### Signal wires on met1

The bar under the picture is 10 um long. Supply wires on this layer in gray.
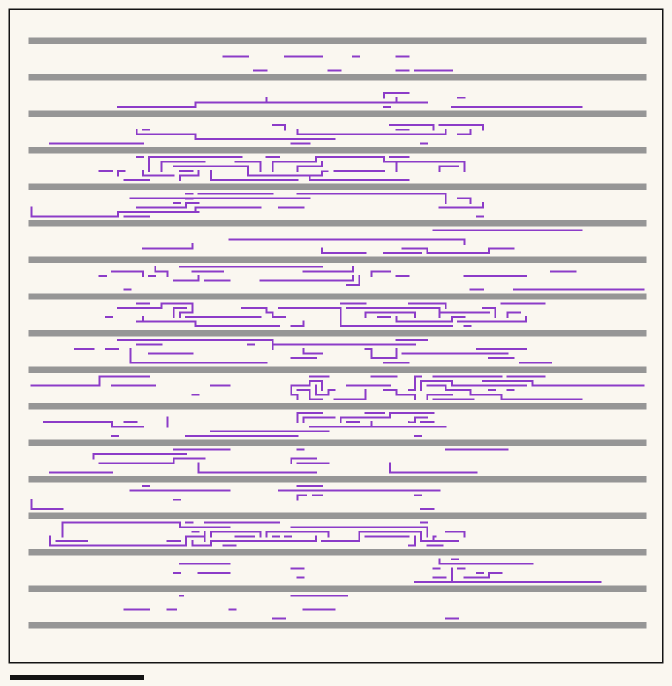
### Met2 routing

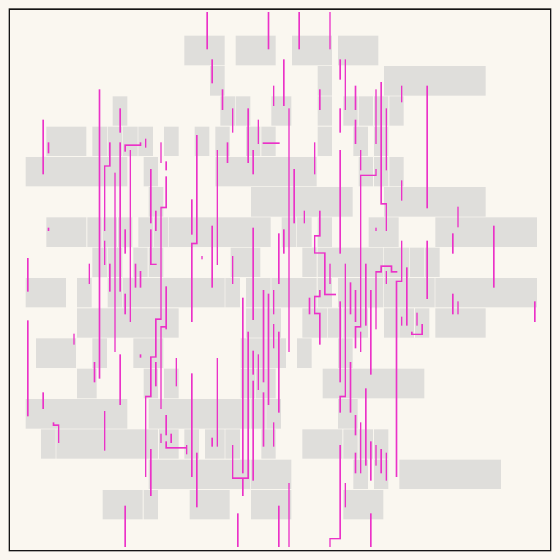
### Signal wires on met3

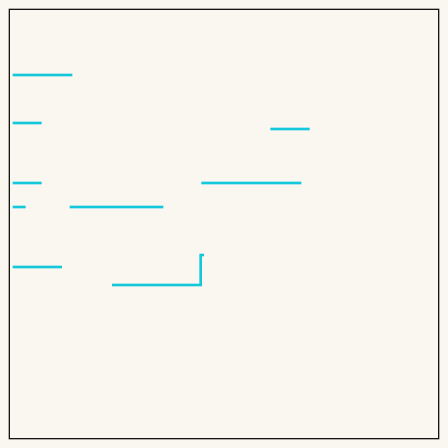
### Placement by cell class

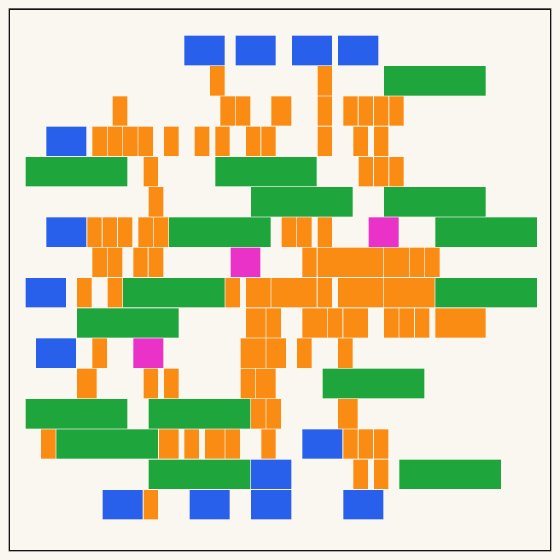
--- src/rtl/bit_serializer.sv ---
// bit_serializer: MSB-first parallel-to-serial shifter, each bit held BIT_CYCLES clocks,
// with a one-cycle done pulse after the last bit and a ready/valid load handshake.
module bit_serializer #(
    parameter int WIDTH      = 8,
    parameter int BIT_CYCLES = 2
) (
    input  logic             clk,
    input  logic             rst,
    input  logic [WIDTH-1:0] data_in,
    input  logic             load_valid,
    output logic             load_ready,
    output logic             sdo,
    output logic             sdo_valid,
    output logic             done
);
    localparam int CW = (BIT_CYCLES > 1) ? $clog2(BIT_CYCLES) : 1;
    localparam int IW = $clog2(WIDTH);
    localparam logic [CW-1:0] RELOAD = CW'(BIT_CYCLES - 1);
    localparam logic [IW-1:0] LAST   = IW'(WIDTH - 1);

    typedef enum logic [1:0] {IDLE, SHIFT, DONE} state_t;

    state_t           r_state;
    logic [WIDTH-1:0] r_shift;
    logic [CW-1:0]    r_cnt;
    logic [IW-1:0]    r_idx;
    logic             w_accept;
    logic             w_bit_end;

    assign load_ready = (r_state == IDLE);
    assign w_accept   = load_valid && load_ready;
    assign w_bit_end  = (r_cnt == '0);

    always_ff @(posedge clk or posedge rst) begin
        if (rst) begin
            r_state   <= IDLE;
            r_shift   <= '0;
            r_cnt     <= '0;
            r_idx     <= '0;
            sdo       <= 1'b0;
            sdo_valid <= 1'b0;
            done      <= 1'b0;
        end else begin
            case (r_state)
                IDLE: begin
                    done <= 1'b0;
                    if (w_accept) begin
                        r_state   <= SHIFT;
                        r_shift   <= data_in;
                        r_cnt     <= RELOAD;
                        r_idx     <= '0;
                        sdo       <= data_in[WIDTH-1];
                        sdo_valid <= 1'b1;
                    end
                end
                SHIFT: begin
                    if (!w_bit_end) begin
                        r_cnt <= r_cnt - 1'b1;
                    end else if (r_idx == LAST) begin
                        r_state   <= DONE;
                        sdo       <= 1'b0;
                        sdo_valid <= 1'b0;
                        done      <= 1'b1;
                    end else begin
                        // next bit comes from the shifter before it moves, keeping sdo registered
                        r_shift <= r_shift << 1;
                        r_idx   <= r_idx + 1'b1;
                        r_cnt   <= RELOAD;
                        sdo     <= r_shift[WIDTH-2];
                    end
                end
                DONE: begin
                    r_state <= IDLE;
                    done    <= 1'b0;
                end
                default: begin
                    r_state   <= IDLE;
                    sdo       <= 1'b0;
                    sdo_valid <= 1'b0;
                    done      <= 1'b0;
                end
            endcase
        end
    end
endmodule

--- config.mk ---
export PLATFORM = sky130hd
export DESIGN_NAME = bit_serializer
export DESIGN_NICKNAME = d
export VERILOG_FILES = /design/src/rtl/bit_serializer.sv
export SDC_FILE = /design/constraint.sdc
export NUM_CORES = 1
export LEC_CHECK = 0
export ABC_AREA = 1
export CAP_MARGIN = 20
export CORE_UTILIZATION = 37
export DETAILED_ROUTE_END_ITERATION = 7
export MAX_ROUTING_LAYER = met4
export PLACE_DENSITY_LB_ADDON = 0.2
export SYNTH_ARGS = -nofsm -noshare
export SYNTH_HDL_FRONTEND = slang
export SYNTH_SLANG_ARGS = --single-unit
--- constraint.sdc ---
create_clock -name clk -period 1.7 [get_ports clk]
set_input_delay 0.17 -clock clk [delete_from_list [all_inputs] [get_ports clk]]
set_output_delay 0.17 -clock clk [all_outputs]
set_load 0.005 [all_outputs]
==> reports/results.tsv <==
stage	metric	value	unit
placement	dp_cells	144	
worst_setup_path	rr_worst_depth	7	
yosys	synth_nets	117	
pwr	powerSeq	0.000610	W
finish	post-route-util	49.5	%
worst_setup_path	worst_ep_arrival_time	1.45	ns
clocking	cts_tree	yes	
finish	diodes	0	
finish	flops	16	
worst_setup_path	endpoint	load_ready	
worst_setup_path	path_depth	2	
finish	area_growth	23.7	%
timing	fin_crit	1.62	ns
yosys	top_cell	nand2_1	
floorplan	rows	16	
drt	detail_route.vias_per_cell	4.61	
timing	tightest_slew	0.606	ns
clocking	cts.sinks	16	
finish	nMultiInputCombCells	81	
flow_run	maxCapViolations	0	
grt	grtUsageTotal	15.9	%
pwr	seqPwrFrac	41.6	%
pwr	p_leak	0.526	nW
pwr	power_leader	combinational logic	
yosys	ys_sh_mux	0	%
finish	drive_gt1_share	9.17	%
worst_setup_path	timing.rr.end	r_shift[3]	
worst_setup_path	crit_family	buffers and inverters	
clocking	cts-resized-gates	0	
pwr	clkPwrFrac	13.5	%
yosys	synth_cell_types	14	
finish	final_common_cell	nand2_1	
yosys	netlist.area_leader.share	50.0	%
timing	fin_setup_tns	0	ns
worst_setup_path	startpoint_type	register	
pwr	p_sw_share	40.9	%
finish	n_all_inverters	6	
pwr	p_int	0.000867	W
finish	sh_comb_area	37.5	%
yosys	largest_area_cell	dfrtp_1	
pwr	comb_power_share	44.9	%
worst_setup_path	cp_slowest_cell	clkdlybuf4s50_1	
floorplan	die_width	48.5	um
placement	dp_hpwl	1140	um
pwr	power_density	1480	mW/mm^2
drt	drtIter0Drc	9	
finish	layout_top_cells	nand2_1 (58), dfrtp_1 (16), clkdlybuf4s50_1 (14), nand3_1 (5), nor2_1 (5)	
worst_setup_path	cp-startpoint	r_state[0]	
yosys	ys_cells	104	
finish	nClkBuffers	3	
clocking	cts_hold_buf	0	
worst_setup_path	cp_max_fo	6	
timing	worst_hold_slack	0.242	ns
status	outcome	complete, no violations	
finish	seq_share	40.4	%
yosys	synthCells	104	
timing	finalSetupViolCount	0	
pwr	p_clk	0.000198	W
finish	largest_class	flip-flops and latches	
worst_hold_path	worstHoldPathType	input port to asynchronous set/reset pin	
floorplan	die_h	48.5	um
worst_setup_path	r2r-start	r_idx[0]	
pwr	p_total	0.00147	W
grt	grt_antenna_before_repair	0	
yosys	top_cells_by_count	nand2_1 (58), dfrtp_1 (16), nor2_1 (6)	
worst_setup_path	reg2reg_slack	0.19	ns
floorplan	die_area	0.00235	mm^2
finish	fillers	194	
yosys	yosys.area_share.adder	3.13	%
clocking	cts_setup_buffers	0	
yosys	compound_area_share	3.91	%
grt	grt_max_degree	17	
pwr	ir_drop	0.000737	V
yosys	topCellsByArea	dfrtp_1 (50%), nand2_1 (27%), ha_1 (3.1%), nand3_1 (3.1%), nor2_1 (2.8%)	
finish	regArea	400	um^2
clocking	insertion_delay	0.28	ns
yosys	xor_share	0	%
finish	stdcell_count	147	
timing	slew_violations	0	
clocking	cts-root-buf	clkbuf_4	
worst_setup_path	crit_type	register to output port	
drt	antenna_left	0	
yosys	edf_count	0	
timing	finalCritPeriodShare	95.1	%
timing	rsz0062_at_grt	no	
clocking	cts_made_buffers	3	
finish	clkCellAreaFrac	2.27	%
floorplan	io_pins	15	
yosys	ff_type	dfrtp_1	
About 'Signal wires on met1':
wire length on this layer: 853 um
main direction: horizontal
nets with wire on the layer: 122
share of all routed wire: 53%

About 'Met2 routing':
longest straight run: 25.8 um
main direction: vertical
share of all routed wire: 42%
nets with wire on the layer: 101
DR vias: 678
WL final: 1600 um
GR Util met2: 22.3%

About 'Signal wires on met3':
main direction: horizontal
nets with wire on the layer: 7
longest straight run: 11.0 um
wire length on this layer: 57.9 um
GR Util met3: 4.72%

About 'Placement by cell class':
| color | class | cells | share of their area |
|---|---|---|---|
| magenta | cells driving clock nets | 3 | 2.4% |
| blue | other buffers and delay cells | 14 | 15% |
| green | flip-flops | 16 | 42% |
| orange | all other logic | 87 | 41% |

## metal layers
metal	track usage, %	share of wire (%)	vias to the layer above	wire length, um
li1	-	-	356	-
met1	21.6	53	309	853
met2	22.3	42	11	678
met3	4.72	3.6	2	57
met4	5.88	0.87	0	14
met5	-	0	-	0
## worst register-to-register path, cell delays in order, from the launching register on
cell and delay (ns):
dfrtp_1 0.41, ha_1 0.21, ha_1 0.22, nor2_4 0.18
nor2_1 0.10, nor2_4 0.19, nand2_1 0.08, nand2_1 0.07
## state kept, by name (all words and copies together) (netlist names)
register / cells
done: 1
r_cnt: 1
r_idx: 3
r_shift: 7
r_state: 2
sdo: 1
sdo_valid: 1
Power and IR drop assume default switching activity.
